`config.mk`:
```
export PLATFORM = sky130hd
export DESIGN_NAME = mod5_req_scheduler
export DESIGN_NICKNAME = d
export VERILOG_FILES = /design/src/rtl/mod5_pkg.sv /design/src/rtl/mod5_serial_residue.sv /design/src/rtl/mod5_req_scheduler.sv
export SDC_FILE = /design/constraint.sdc
export NUM_CORES = 1
export LEC_CHECK = 0
export ABC_AREA = 1
export CAP_MARGIN = 10
export CORE_MARGIN = 8
export CORE_UTILIZATION = 40
export CTS_CLUSTER_SIZE = 40
export DETAILED_ROUTE_END_ITERATION = 8
export PLACE_DENSITY = 0.78
export SLEW_MARGIN = 5
export SYNTH_ARGS = -nofsm -noshare
export SYNTH_HDL_FRONTEND = slang
export SYNTH_HIERARCHICAL = 1
export SYNTH_SLANG_ARGS = --single-unit
```
`constraint.sdc`:
```
create_clock -name clk -period 2.1 [get_ports clk]
set_input_delay 0.315 -clock clk [delete_from_list [all_inputs] [get_ports clk]]
set_output_delay 0.315 -clock clk [all_outputs]
set_load 0.01 [all_outputs]
```
`src/rtl/mod5_pkg.sv`:
```
// Shared types and the modulo-5 residue step for the request scheduler.
// Pure declarations: no state, no timing.
package mod5_pkg;

  typedef enum logic [1:0] {IDLE, SHIFT, RESP} state_t;

  typedef logic [2:0] rem_t;

  // One MSB-first step: rem' = (2*rem + bit) mod 5. The largest sum is 9,
  // so a single conditional subtract is enough.
  function automatic rem_t next_rem(input rem_t rem, input logic b);
    logic [3:0] t;
    t = {rem, 1'b0} + {3'b000, b};
    return (t >= 4'd5) ? rem_t'(t - 4'd5) : rem_t'(t);
  endfunction

endpackage

```
`src/rtl/mod5_serial_residue.sv`:
```
// Bit-serial modulo-5 residue engine; one bit per cycle while en is high.
// Latency 1 cycle per bit; no backpressure (clear has priority over en).
module mod5_serial_residue
  import mod5_pkg::*;
(
  input  logic       clk,
  input  logic       resetn,
  input  logic       clear,
  input  logic       en,
  input  logic       din,
  output logic [2:0] rem
);

  always_ff @(posedge clk or negedge resetn) begin
    if (!resetn) begin
      rem <= '0;
    end else if (clear) begin
      rem <= '0;
    end else if (en) begin
      rem <= next_rem(rem, din);
    end
  end

endmodule

```
`src/rtl/mod5_req_scheduler.sv`:
```
// Round-robin scheduler sharing one serial mod-5 engine; rsp_valid at accept+WIDTH+1.
// Holds RESP while rsp_ready is low; MOD5_SCHED_REM_OUT_EN adds the rsp_rem port.
module mod5_req_scheduler
  import mod5_pkg::*;
#(
  parameter  int NREQ  = 4,
  parameter  int WIDTH = 16,
  localparam int IDW   = $clog2(NREQ)
) (
  input  logic                  clk,
  input  logic                  resetn,
  input  logic [NREQ-1:0]       req_valid,
  input  logic [NREQ*WIDTH-1:0] req_data,
  output logic [NREQ-1:0]       req_ready,
  output logic                  rsp_valid,
  input  logic                  rsp_ready,
  output logic [IDW-1:0]        rsp_id,
  output logic                  rsp_div5,
`ifdef MOD5_SCHED_REM_OUT_EN
  output logic [2:0]            rsp_rem,
`endif
  output logic                  busy
);

  localparam int CW = $clog2(WIDTH);

  state_t           state, state_nxt;
  logic [WIDTH-1:0] shift_q;
  logic [CW-1:0]    cnt_q;
  logic [IDW-1:0]   id_q, last_q;
  logic [IDW-1:0]   gnt_idx, cand;
  logic             gnt_any;
  logic             accept;
  logic [2:0]       rem;

  // Scan downwards so the final hit is the first valid index after last_q.
  always_comb begin
    gnt_any = 1'b0;
    gnt_idx = '0;
    cand    = '0;
    for (int k = NREQ; k >= 1; k--) begin
      cand = IDW'((int'(last_q) + k) % NREQ);
      if (req_valid[cand]) begin
        gnt_any = 1'b1;
        gnt_idx = cand;
      end
    end
  end

  always_ff @(posedge clk or negedge resetn) begin
    if (!resetn) begin
      state <= IDLE;
    end else begin
      state <= state_nxt;
    end
  end

  always_comb begin
    state_nxt = state;
    req_ready = '0;
    accept    = 1'b0;
    case (state)
      IDLE: begin
        if (gnt_any) begin
          req_ready[gnt_idx] = 1'b1;
          accept             = 1'b1;
          state_nxt          = SHIFT;
        end
      end
      SHIFT: begin
        if (cnt_q == '0) state_nxt = RESP;
      end
      RESP: begin
        if (rsp_ready) state_nxt = IDLE;
      end
      default: state_nxt = IDLE;
    endcase
  end

  always_ff @(posedge clk or negedge resetn) begin
    if (!resetn) begin
      shift_q <= '0;
      cnt_q   <= '0;
      id_q    <= '0;
      last_q  <= IDW'(NREQ - 1);
    end else if (accept) begin
      shift_q <= req_data[gnt_idx*WIDTH +: WIDTH];
      cnt_q   <= CW'(WIDTH - 1);
      id_q    <= gnt_idx;
      last_q  <= gnt_idx;
    end else if (state == SHIFT) begin
      shift_q <= shift_q << 1;
      if (cnt_q != '0) cnt_q <= cnt_q - 1'b1;
    end
  end

  mod5_serial_residue u_residue (
    .clk    (clk),
    .resetn (resetn),
    .clear  (accept),
    .en     (state == SHIFT),
    .din    (shift_q[WIDTH-1]),
    .rem    (rem)
  );

  assign busy      = (state != IDLE);
  assign rsp_valid = (state == RESP);
  assign rsp_div5  = rsp_valid && (rem == 3'd0);
  assign rsp_id    = id_q;
`ifdef MOD5_SCHED_REM_OUT_EN
  assign rsp_rem   = rem;
`endif

endmodule
```
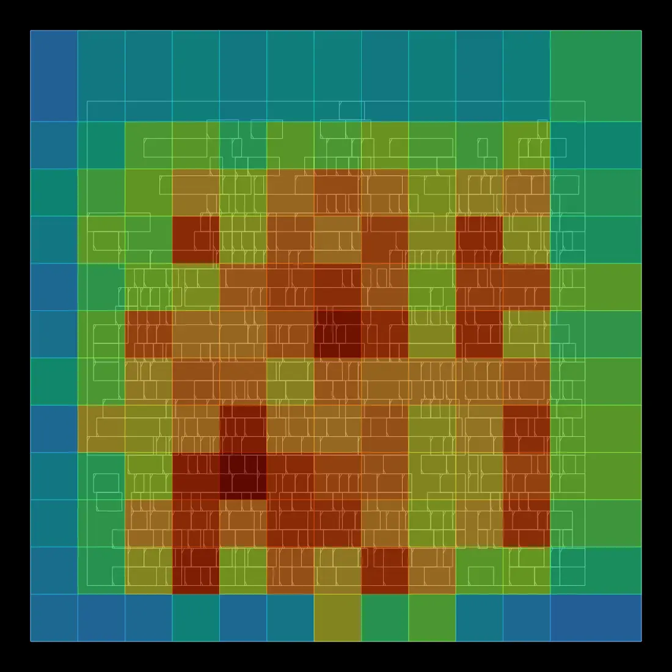
Figure 1: congestion heat map.
met1 Use GR: 22.98%
All-Layer GR Usage: 19.96%
routed length per instance: 15.64 µm

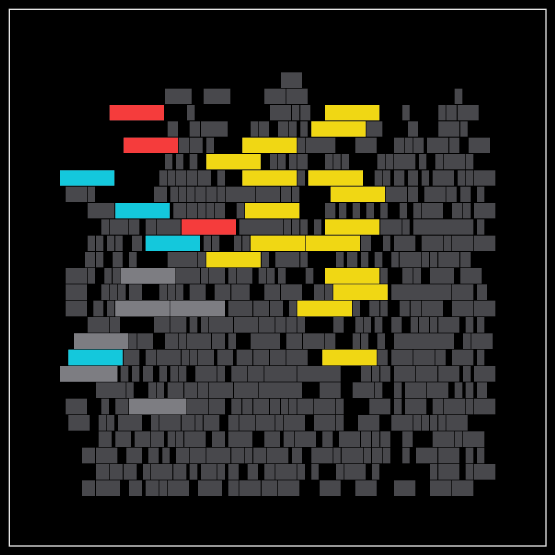
Figure 2: where the registers sit.
Scale: 6 px per µm.
| netlist name | color | placed flops |
|---|---|---|
| u_residue/rem | red | 3 |
| shift_q | yellow | 16 |
| cnt_q | cyan | 4 |
not colored: 6
fin util: 70.57%
sequential power: 0.00104 W

==> results.cfg <==
; generated from flow reports
[drt]
ant_nets = 0
met3_length_um = 661
firstDrtPassIters = 4
wl_met1_um = 3401
wl_um = 8289
drcViolationCount = 0
num_vias = 2672
drt_iter0_drc = 177
avgViaCountPerCell = 5.042

[final_timing]
slew_headroom_pct = 75.21
report.final.hold_viol_count = 0
tightest_slew_ps = 371.8
fin_crit_sh_pct = 113.2
rsz0062_at_grt = yes
tns_ps = -3211
setup_slack_ps = -277.1
holdWs_ps = 410.6
fmax_mhz = 420.7
skew_ps = 5.284
setup_viol = 20
slew_viol_final = 0

[grt]
grt_pass1_wl_um = 12470
grt_overflow = 0
grt_util_met3_pct = 5.699
grt_start_max_net_pins = 30
antenna_found_initial = 0
busiest_layer = met2
use_met2_pct = 35.42
grt_pass1_vias = 2687

[run]
tool_warnings = 29

[outcome]
failed_checks = setup timing
outcome = complete, but fails checks

[synthesis]
edf_count = 0
ys_dominant_reg_cell = dfrtp_1
ys_sh_xor_pct = 0.4086
ys_sh_simple_pct = 51.49
synth_top_area_share_pct = 31.52
syn-instance-count = 343
synth_flop_count = 29
synth_cell_types = 23
top_area_cell = dfrtp_1
synth_area_um2 = 2143
yosys-stat-area_um2 = 2143
fa_ha_area_share_pct = 1.751
async_flop_share_pct = 100.0
ys_cells = 343
fp_nets = 417
synthTopCellsByCount = nand2_1 (158), nand3_1 (73), inv_1 (28)
ys_seq_share_pct = 33.98
yosys_warnings = 6
syn_avg_cell_area_um2 = 6.249
topCombFamilyByArea = simple AND/OR/NAND/NOR gates
aoi_share_pct = 1.926

[clocking]
cts_hold_buffers = 0
clock_latency_ps = 290
cts_tree = built
h-tree-depth = 2
clk_path_buf_depth = 2
numCtsBuffers = 5
post_cts_resized = 55
cts_setup_buffers = 13
clkSinkCount = 29

[finish]
largest_reg_flops = 16
sh_comb_area_pct = 38.22
syn2layout_area_growth_pct = 69.24
finalInstanceArea_um2 = 3627
logic_area_um2 = 1386
dominant_cells = combinational gates
fill_cells = 422
fin_nets = 533
nFlopsAndLatches = 29
finalNonFillerCells = 530
buffers = 122
clk_share_pct = 2.380
drive_above_1_share_pct = 24.57
nMultiInputCombCells = 268
clockBufferCount = 5
nonClkBufAreaFrac_pct = 33.29
register_area_um2 = 728.2
n_all_inverters = 33
antenna_cells = 0
top_register = shift_q
reg_top3 = shift_q x16, cnt_q x4, u_residue/rem x3
seq_area_share_pct = 20.08
mostFrequentLayoutCells = nand2_1 (139), clkdlybuf4s50_1 (74), nand3_1 (59), buf_4 (32)

[floorplanning]
die_x_um = 89.20
tap_cells = 70
fp-utilization_pct = 41.70
io_pins = 80
fp.dieH_um = 89.20
core_um2 = 5140
dieArea_um2 = 7957
num_rows = 26

[place]
place_ws_ps = -568.9
place_inst = 504
post-dp-hpwl_um = 5459
gp_congestion = 0.8592
postPlaceCellArea_um2 = 3124

[worst_setup_path]
critPathTopFamily = simple AND/OR/NAND/NOR gates
startpoint_type = flip-flop
arrival_ps = 2060
required_ps = 1780
rrSetupSlack_ps = -220
crit_path_frequent_cell = nand2_2
max_stage_delay_ps = 640
crit_end = req_ready[2]
path_class = flip-flop to primary output
cpMaxStageDelayCell = dfstp_2
setup.worst_path.start = last_q[0]$_DFFE_PN1P_
reg2reg_depth = 17
critPathCaptureType = primary output
reg2reg_from = last_q[0]$_DFFE_PN1P_
timing.rr.end = shift_q[5]$_DFFE_PN0P_
crit_chain = nand2_1 -> o21ai_2 -> nand2_2 -> nand2_2 -> nand3_2 -> nand3_2 -> nand2_2 -> nor2_4 -> inv_1 -> nor2_1 -> buf_2
cp.depth = 11
crit_buf_inv = 2
cp_max_fo = 6

[pwr]
max-vdd-ir-drop_mv = 1.213
p_seq_share_pct = 15.2
power_leakage_nw = 1.810
p_clk_share_pct = 6.7
power_density_nw_per_um2 = 1883
p_sw_share_pct = 48.84
p_switching_w = 0.003336
intPower_w = 0.003494
comb_power_w = 0.00534
clk-power_w = 0.000455
p_comb_share_pct = 78.1
p_total_w = 0.006830
maxPowerGroup = combinational logic

[hold_path]
hold_path_class = input pin to async pin
No activity file was given, so power comes from the tool's default toggle rates.
